metal_stack.png
Only two layers are drawn.
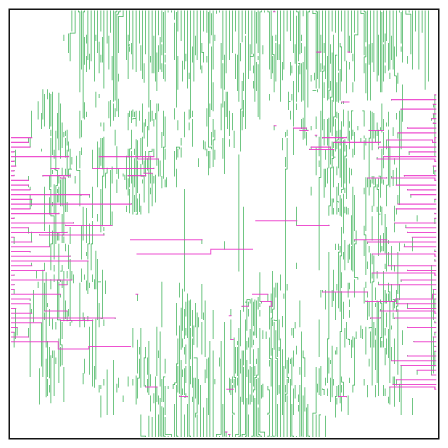
met1.png
The bar under the picture is 20 µm long. Supply wires on this layer in grey. Cells faint in the background.
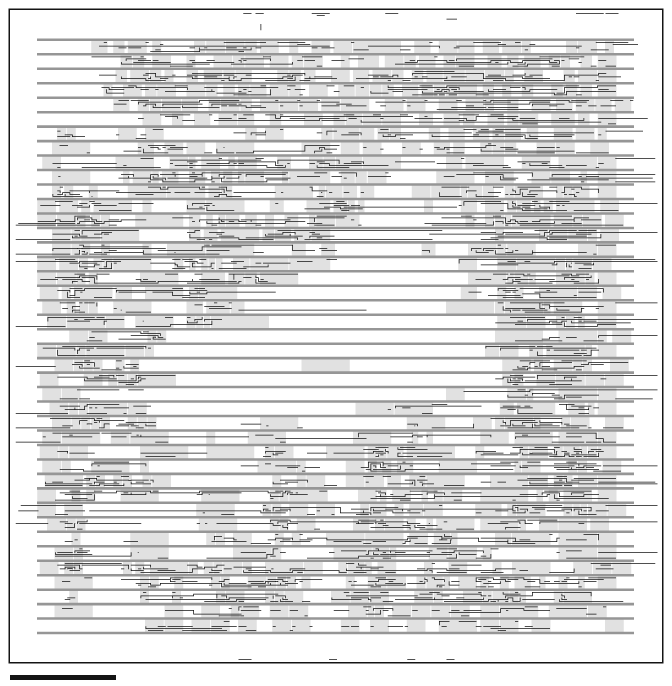
port_nets.png
The bar under the picture is 20 µm long.
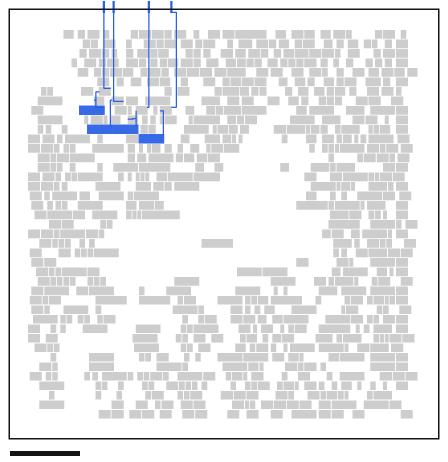
registers.png
The bar under the picture is 20 µm long. Other sequential cells in the stronger grey, the rest of the logic in the fainter grey.
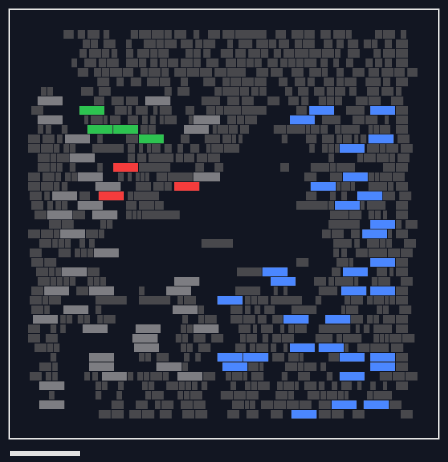
final_congestion.png
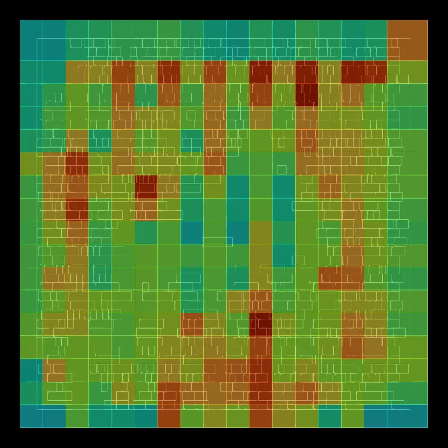
===== config.mk =====
export PLATFORM = sky130hd
export DESIGN_NAME = mem_arbiter_flat
export DESIGN_NICKNAME = d
export VERILOG_FILES = /design/src/rtl/mem_arbiter_if.sv /design/src/rtl/mem_arbiter.sv /design/src/flat_wrapper.sv
export SDC_FILE = /design/constraint.sdc
export NUM_CORES = 1
export LEC_CHECK = 0
export ABC_CLOCK_PERIOD_IN_PS = 2150
export CAP_MARGIN = 25
export CORE_MARGIN = 5
export CORE_UTILIZATION = 30
export DETAILED_ROUTE_END_ITERATION = 10
export GPL_ROUTABILITY_DRIVEN = 0
export PLACE_DENSITY = 0.73
export SYNTH_ARGS = -nofsm -noshare
export SYNTH_HDL_FRONTEND = slang
export SYNTH_SLANG_ARGS = --single-unit

===== constraint.sdc =====
create_clock -name clk -period 2.15 [get_ports clk]
set_input_delay 0.3225 -clock clk [delete_from_list [all_inputs] [get_ports clk]]
set_output_delay 0.3225 -clock clk [all_outputs]
set_load 0.005 [all_outputs]

===== src/rtl/mem_arbiter_if.sv =====
`default_nettype none
// ============================================================================
// mem_arbiter_if : fetch port, data port and memory bus of the arbiter
// Revision 1.0
// ============================================================================
interface mem_arbiter_if;
    logic        if_req_valid;
    logic        if_req_ready;
    logic [31:0] if_addr;
    logic        if_rsp_valid;
    logic [31:0] if_rsp_data;

    logic        d_req_valid;
    logic        d_req_ready;
    logic [31:0] d_addr;
    logic        d_we;
    logic [31:0] d_wdata;
    logic [3:0]  d_wmask;
    logic        d_rsp_valid;
    logic [31:0] d_rsp_rdata;

    logic        mem_en;
    logic        mem_we;
    logic [31:0] mem_addr;
    logic [31:0] mem_wdata;
    logic [3:0]  mem_wmask;
    logic [31:0] mem_rdata;

    // Arbiter side
    modport slave (
        input  if_req_valid, if_addr,
        output if_req_ready, if_rsp_valid, if_rsp_data,
        input  d_req_valid, d_addr, d_we, d_wdata, d_wmask,
        output d_req_ready, d_rsp_valid, d_rsp_rdata,
        output mem_en, mem_we, mem_addr, mem_wdata, mem_wmask,
        input  mem_rdata
    );

    // Requesters and memory side
    modport master (
        output if_req_valid, if_addr,
        input  if_req_ready, if_rsp_valid, if_rsp_data,
        output d_req_valid, d_addr, d_we, d_wdata, d_wmask,
        input  d_req_ready, d_rsp_valid, d_rsp_rdata,
        input  mem_en, mem_we, mem_addr, mem_wdata, mem_wmask,
        output mem_rdata
    );
endinterface
`default_nettype wire


===== src/rtl/mem_arbiter.sv =====
`default_nettype none
// ============================================================================
// mem_arbiter : shares one single-port memory between fetch and data ports
// Revision 1.0
// ============================================================================
module mem_arbiter #(
    parameter int MEM_LATENCY   = 1,
    parameter int MAX_CONSEC    = 4,
    parameter bit DATA_PRIORITY = 1'b1
) (
    input  logic         clk,
    input  logic         rst,
    mem_arbiter_if.slave bus
);
    localparam int C_CNT_W = (MEM_LATENCY > 1) ? $clog2(MEM_LATENCY) : 1;
    localparam int C_CON_W = $clog2(MAX_CONSEC + 1);
    localparam logic [C_CNT_W-1:0] C_LAT_LOAD = C_CNT_W'(MEM_LATENCY - 1);
    localparam logic [C_CON_W-1:0] C_CON_MAX  = C_CON_W'(MAX_CONSEC);

    typedef enum logic [1:0] {
        S_IDLE  = 2'd0,
        S_ISSUE = 2'd1,
        S_WAIT  = 2'd2,
        S_RESP  = 2'd3
    } state_t;

    state_t               state_q, state_d;
    logic [C_CON_W-1:0]   consec_q, consec_d;
    logic [C_CNT_W-1:0]   cnt_q, cnt_d;
    logic                 owner_q, owner_d;   // 1 = data port owns the transaction
    logic [31:0]          addr_q, addr_d;
    logic                 we_q, we_d;
    logic [31:0]          wdata_q, wdata_d;
    logic [3:0]           wmask_q, wmask_d;

    logic w_pri_valid;
    logic w_oth_valid;
    logic w_contested;
    logic w_grant_pri;
    logic w_grant_oth;
    logic w_grant_d;
    logic w_grant_i;
    logic w_idle;
    logic w_resp;

    // The priority port yields only once it has won MAX_CONSEC contested rounds in a row
    assign w_pri_valid = DATA_PRIORITY ? bus.d_req_valid  : bus.if_req_valid;
    assign w_oth_valid = DATA_PRIORITY ? bus.if_req_valid : bus.d_req_valid;
    assign w_contested = w_pri_valid && w_oth_valid;
    assign w_grant_pri = w_pri_valid && (!w_oth_valid || (consec_q != C_CON_MAX));
    assign w_grant_oth = w_oth_valid && !w_grant_pri;
    assign w_grant_d   = DATA_PRIORITY ? w_grant_pri : w_grant_oth;
    assign w_grant_i   = DATA_PRIORITY ? w_grant_oth : w_grant_pri;

    assign w_idle = (state_q == S_IDLE);
    assign w_resp = (state_q == S_RESP);

    assign bus.if_req_ready = w_idle && w_grant_i;
    assign bus.d_req_ready  = w_idle && w_grant_d;

    assign bus.mem_en    = (state_q == S_ISSUE);
    assign bus.mem_we    = (state_q == S_ISSUE) && we_q;
    assign bus.mem_addr  = addr_q;
    assign bus.mem_wdata = wdata_q;
    assign bus.mem_wmask = wmask_q;

    assign bus.if_rsp_valid = w_resp && !owner_q;
    assign bus.d_rsp_valid  = w_resp && owner_q;
    assign bus.if_rsp_data  = (w_resp && !owner_q)        ? bus.mem_rdata : 32'h0;
    assign bus.d_rsp_rdata  = (w_resp && owner_q && !we_q) ? bus.mem_rdata : 32'h0;

    always_comb begin
        state_d  = state_q;
        consec_d = consec_q;
        cnt_d    = cnt_q;
        owner_d  = owner_q;
        addr_d   = addr_q;
        we_d     = we_q;
        wdata_d  = wdata_q;
        wmask_d  = wmask_q;

        unique case (state_q)
            S_IDLE: begin
                if (w_grant_d) begin
                    owner_d = 1'b1;
                    addr_d  = bus.d_addr;
                    we_d    = bus.d_we;
                    wdata_d = bus.d_wdata;
                    wmask_d = bus.d_wmask;
                    state_d = S_ISSUE;
                end else if (w_grant_i) begin
                    // Fetches never write, so the strobes are cleared at latch time
                    owner_d = 1'b0;
                    addr_d  = bus.if_addr;
                    we_d    = 1'b0;
                    wmask_d = 4'h0;
                    state_d = S_ISSUE;
                end

                if (w_grant_pri && w_contested && (consec_q != C_CON_MAX)) begin
                    consec_d = consec_q + C_CON_W'(1);
                end else if (w_grant_oth) begin
                    consec_d = '0;
                end
            end

            S_ISSUE: begin
                cnt_d   = C_LAT_LOAD;
                state_d = (MEM_LATENCY == 1) ? S_RESP : S_WAIT;
            end

            S_WAIT: begin
                cnt_d = cnt_q - C_CNT_W'(1);
                if (cnt_q <= C_CNT_W'(1)) begin
                    state_d = S_RESP;
                end
            end

            S_RESP: begin
                state_d = S_IDLE;
            end

            default: begin
                state_d = S_IDLE;
            end
        endcase
    end

    always_ff @(posedge clk) begin
        if (rst) begin
            state_q  <= S_IDLE;
            consec_q <= '0;
            cnt_q    <= '0;
            owner_q  <= 1'b0;
            addr_q   <= 32'h0;
            we_q     <= 1'b0;
            wdata_q  <= 32'h0;
            wmask_q  <= 4'h0;
        end else begin
            state_q  <= state_d;
            consec_q <= consec_d;
            cnt_q    <= cnt_d;
            owner_q  <= owner_d;
            addr_q   <= addr_d;
            we_q     <= we_d;
            wdata_q  <= wdata_d;
            wmask_q  <= wmask_d;
        end
    end
endmodule
`default_nettype wire

===== src/flat_wrapper.sv =====
// flat-port wrapper written by rule: the top's interface ports become plain ports
module mem_arbiter_flat 
#(
    parameter int MEM_LATENCY   = 1,
    parameter int MAX_CONSEC    = 4,
    parameter bit DATA_PRIORITY = 1'b1
)
  (clk, rst, bus_if_req_valid, bus_if_addr, bus_if_req_ready, bus_if_rsp_valid, bus_if_rsp_data, bus_d_req_valid, bus_d_addr, bus_d_we, bus_d_wdata, bus_d_wmask, bus_d_req_ready, bus_d_rsp_valid, bus_d_rsp_rdata, bus_mem_en, bus_mem_we, bus_mem_addr, bus_mem_wdata, bus_mem_wmask, bus_mem_rdata);
  mem_arbiter_if bus_i ();
  input  logic clk;
  input  logic rst;
  input wire logic [$bits(bus_i.if_req_valid)-1:0] bus_if_req_valid;
  input wire logic [$bits(bus_i.if_addr)-1:0] bus_if_addr;
  output wire logic [$bits(bus_i.if_req_ready)-1:0] bus_if_req_ready;
  output wire logic [$bits(bus_i.if_rsp_valid)-1:0] bus_if_rsp_valid;
  output wire logic [$bits(bus_i.if_rsp_data)-1:0] bus_if_rsp_data;
  input wire logic [$bits(bus_i.d_req_valid)-1:0] bus_d_req_valid;
  input wire logic [$bits(bus_i.d_addr)-1:0] bus_d_addr;
  input wire logic [$bits(bus_i.d_we)-1:0] bus_d_we;
  input wire logic [$bits(bus_i.d_wdata)-1:0] bus_d_wdata;
  input wire logic [$bits(bus_i.d_wmask)-1:0] bus_d_wmask;
  output wire logic [$bits(bus_i.d_req_ready)-1:0] bus_d_req_ready;
  output wire logic [$bits(bus_i.d_rsp_valid)-1:0] bus_d_rsp_valid;
  output wire logic [$bits(bus_i.d_rsp_rdata)-1:0] bus_d_rsp_rdata;
  output wire logic [$bits(bus_i.mem_en)-1:0] bus_mem_en;
  output wire logic [$bits(bus_i.mem_we)-1:0] bus_mem_we;
  output wire logic [$bits(bus_i.mem_addr)-1:0] bus_mem_addr;
  output wire logic [$bits(bus_i.mem_wdata)-1:0] bus_mem_wdata;
  output wire logic [$bits(bus_i.mem_wmask)-1:0] bus_mem_wmask;
  input wire logic [$bits(bus_i.mem_rdata)-1:0] bus_mem_rdata;
  assign bus_i.if_req_valid = bus_if_req_valid;
  assign bus_i.if_addr = bus_if_addr;
  assign bus_if_req_ready = bus_i.if_req_ready;
  assign bus_if_rsp_valid = bus_i.if_rsp_valid;
  assign bus_if_rsp_data = bus_i.if_rsp_data;
  assign bus_i.d_req_valid = bus_d_req_valid;
  assign bus_i.d_addr = bus_d_addr;
  assign bus_i.d_we = bus_d_we;
  assign bus_i.d_wdata = bus_d_wdata;
  assign bus_i.d_wmask = bus_d_wmask;
  assign bus_d_req_ready = bus_i.d_req_ready;
  assign bus_d_rsp_valid = bus_i.d_rsp_valid;
  assign bus_d_rsp_rdata = bus_i.d_rsp_rdata;
  assign bus_mem_en = bus_i.mem_en;
  assign bus_mem_we = bus_i.mem_we;
  assign bus_mem_addr = bus_i.mem_addr;
  assign bus_mem_wdata = bus_i.mem_wdata;
  assign bus_mem_wmask = bus_i.mem_wmask;
  assign bus_i.mem_rdata = bus_mem_rdata;
  mem_arbiter #(.MEM_LATENCY(MEM_LATENCY), .MAX_CONSEC(MAX_CONSEC), .DATA_PRIORITY(DATA_PRIORITY)) u_core (.clk(clk), .rst(rst), .bus(bus_i));
endmodule

==> summary.txt <==
fresh numbers from the pnr run: cts repair resizes=82, critical path endpoint=bus_d_rsp_rdata[6], worst vdd ir=438 µV, Yosys Instances=468, Avg Cell Area, Syn=8.12 µm², H-tree Lvls=3, status=completed, Max Freq=approximately 470 MHz, RR Startpoint=u_core.state_q[0], CP delay by family, top=buffers and inverters, Hold Crit Class=in -> reg, Crit path largest cell delay=0.32 ns, Placed Cells=884, vias in the first global route=4475, Placed Area=0.00675 mm², ANT cells=0, Register-to-Register Path Depth=9, 1st-iter DRT viols=339, CP arrival=1.79 ns, TritonCTS Buffers=9, area grow syn2layout=86.4%, Cell Chain, Critical Path=ha_2, and2_4, nor2b_4, buf_4, buf_6, and2_4, dlygate4sd2_1, Clock Sinks=75, RSZ-0062 raised after global routing=yes, Max clock buf depth=2, Pwr Density=roughly 620 mW/mm², Comb area share=0.289, EDFF count, synth=0, critical path's slowest cell=dfxtp_2, WHS=0.428 ns, Detailed Place HPWL=11600 µm, slew margin rel.=0.667, Final Hold Viols=0, first-pass GRT wire length=23600 µm, skew final=0.00392 ns, Slew Limit Fails=0, FP Util=0.304, Hold Crit Start=bus_d_req_valid, Crit Reg-Reg Endpoint=u_core.bus.mem_addr[18], fin area=between 0.007 and 0.008 mm², hold endpoint=u_core.bus.mem_wmask[3], Main logic family=simple AND/OR/NAND/NOR gates, LEAKAGE=2.79 nW, crit path max fanout=9, commonest non-fill, non-tap cells in the layout=clkdlybuf4s50_1 (205), dfxtp_1 (73), and2_1 (65), post-synthesis sequential area ratio=0.395, initial antenna violation count=0, mux share=0.00263, Clock transition at path regs=0.06 ns, maxcap violations=0, tap cells=172, Setup TNS=0 ns, antenna-violating nets left=0, most frequent cells after synthesis=dfxtp_1 (75), and2_1 (68), nand3_1 (65), Top cell by count, worst path=and2_4, DRC Markers=0, Insertion Delay late pin=0.33 ns, Nets=a little under 900, xor and xnor area share after synthesis=0, Signal buf overhead=0.423, Log Warnings=31, synthesized instance count=between 400 and 500, ys flop type=dfxtp_1, Bufs and invs on worst path=3, AO/OA Area Share=0.250, row cnt=41, Fillers=1189, CP Class=reg -> out, gr ovfl total=0, synthesis warning total=0, post-synthesis cell type count=29, Registers, synthesis=75, Die H=~120 µm, Setup-failing EPs final=0, largest net degree at the start of global routing=around 74, crit path from=u_core.state_q[0], sequential cell count=75, Flop area=0.00150 mm², crit end category=output pin, Top cell excl fill/tap=clkdlybuf4s50_1, setup bufs post-CTS=4, vias per inst=4.97, adder-cell share of the synthesized area=0.0165, die area=0.0150 mm², synthesized area=0.00380 mm², area share, top type=0.395, clock buffers=10, TritonCTS clock tree=built, startpoint types=register, core area=0.0125 mm², clock network area share=0.0427, hold path depth=3, final period demand of the worst path=roughly 2.1 ns, nonclk inv count=5, DP Worst Slack=0.0703 ns, sequential cell area share=0.212, Pre-antenna DRT Iters=4, cts hold-fix bufs=0, data required time of the worst path=1.83 ns, top-count cell post-synth=dfxtp_1, critical path depth=7, MI comb cells=336, Final Non-Filler Cells=910, final worst setup slack=0.0414 ns, async set or reset register ratio after synthesis=0, bufs w/o clock=306, Die W=123 µm, logic area=0.00205 mm², area leader, netlist=dfxtp_1, Top Ports=around 280, Root Driver=clkbuf_16
Notes on metal_stack.png above:
[met3] magenta | wire length: 1160 µm
[met2] green | wire length: 7980 µm
GRT Util Overall: 0.197
via count: 4524
drt total wl: 15800 µm
Routed WL per cell: 17.4 µm

Notes on met1.png above:
wire length on this layer: 6480 µm
main direction: horizontal
longest straight run: 45.1 µm
nets with wire on the layer: 760
share of all routed wire: 41%

Notes on port_nets.png above:
[bus_mem_wmask] blue | bits: 4 | direction: output | end cells: 4 | buffers: 4 | wire: 143 µm

Notes on registers.png above:
[u_core.consec_q] red | flops: 3
[u_core.bus.mem_wmask] green | flops: 4 | where: top left
[u_core.bus.mem_addr] blue | flops: 32
not coloured: 36

Notes on final_congestion.png above:
global route hottest layer: met2
met3 capacity usage during global routing: 0.0553
M2 GR Usage: 0.333
met1 Resource Use GR: 0.248
Util after Layout: 0.566

routing by layer:
| metal | vias to the layer above | wire length (µm) | GRT usage |
|---|---|---|---|
| li1 | 2190 | - | - |
| met1 | 2132 | 6480 | 0.248 |
| met2 | 182 | 7980 | 0.333 |
| met3 | 20 | 1160 | 0.0553 |
| met4 | 0 | 220 | 0.0455 |
| met5 | - | 0 | 0 |
state kept, by name, summed over array words and instances, names as in the netlist:
signal                cells
u_core.bus.mem_addr      32
u_core.bus.mem_wdata     32
u_core.bus.mem_wmask      4
u_core.consec_q           3
u_core.state_q            2
u_core.owner_q            1
u_core.we_q               1
where the power goes:
group          internal [mW]  switching, mW  leakage, nW
registers               1.54         0.0779        0.617
logic                  0.751          0.510         2.02
clock network          0.930          0.588        0.145
Power figures rest on the tool's default switching activity, not on a simulated workload.
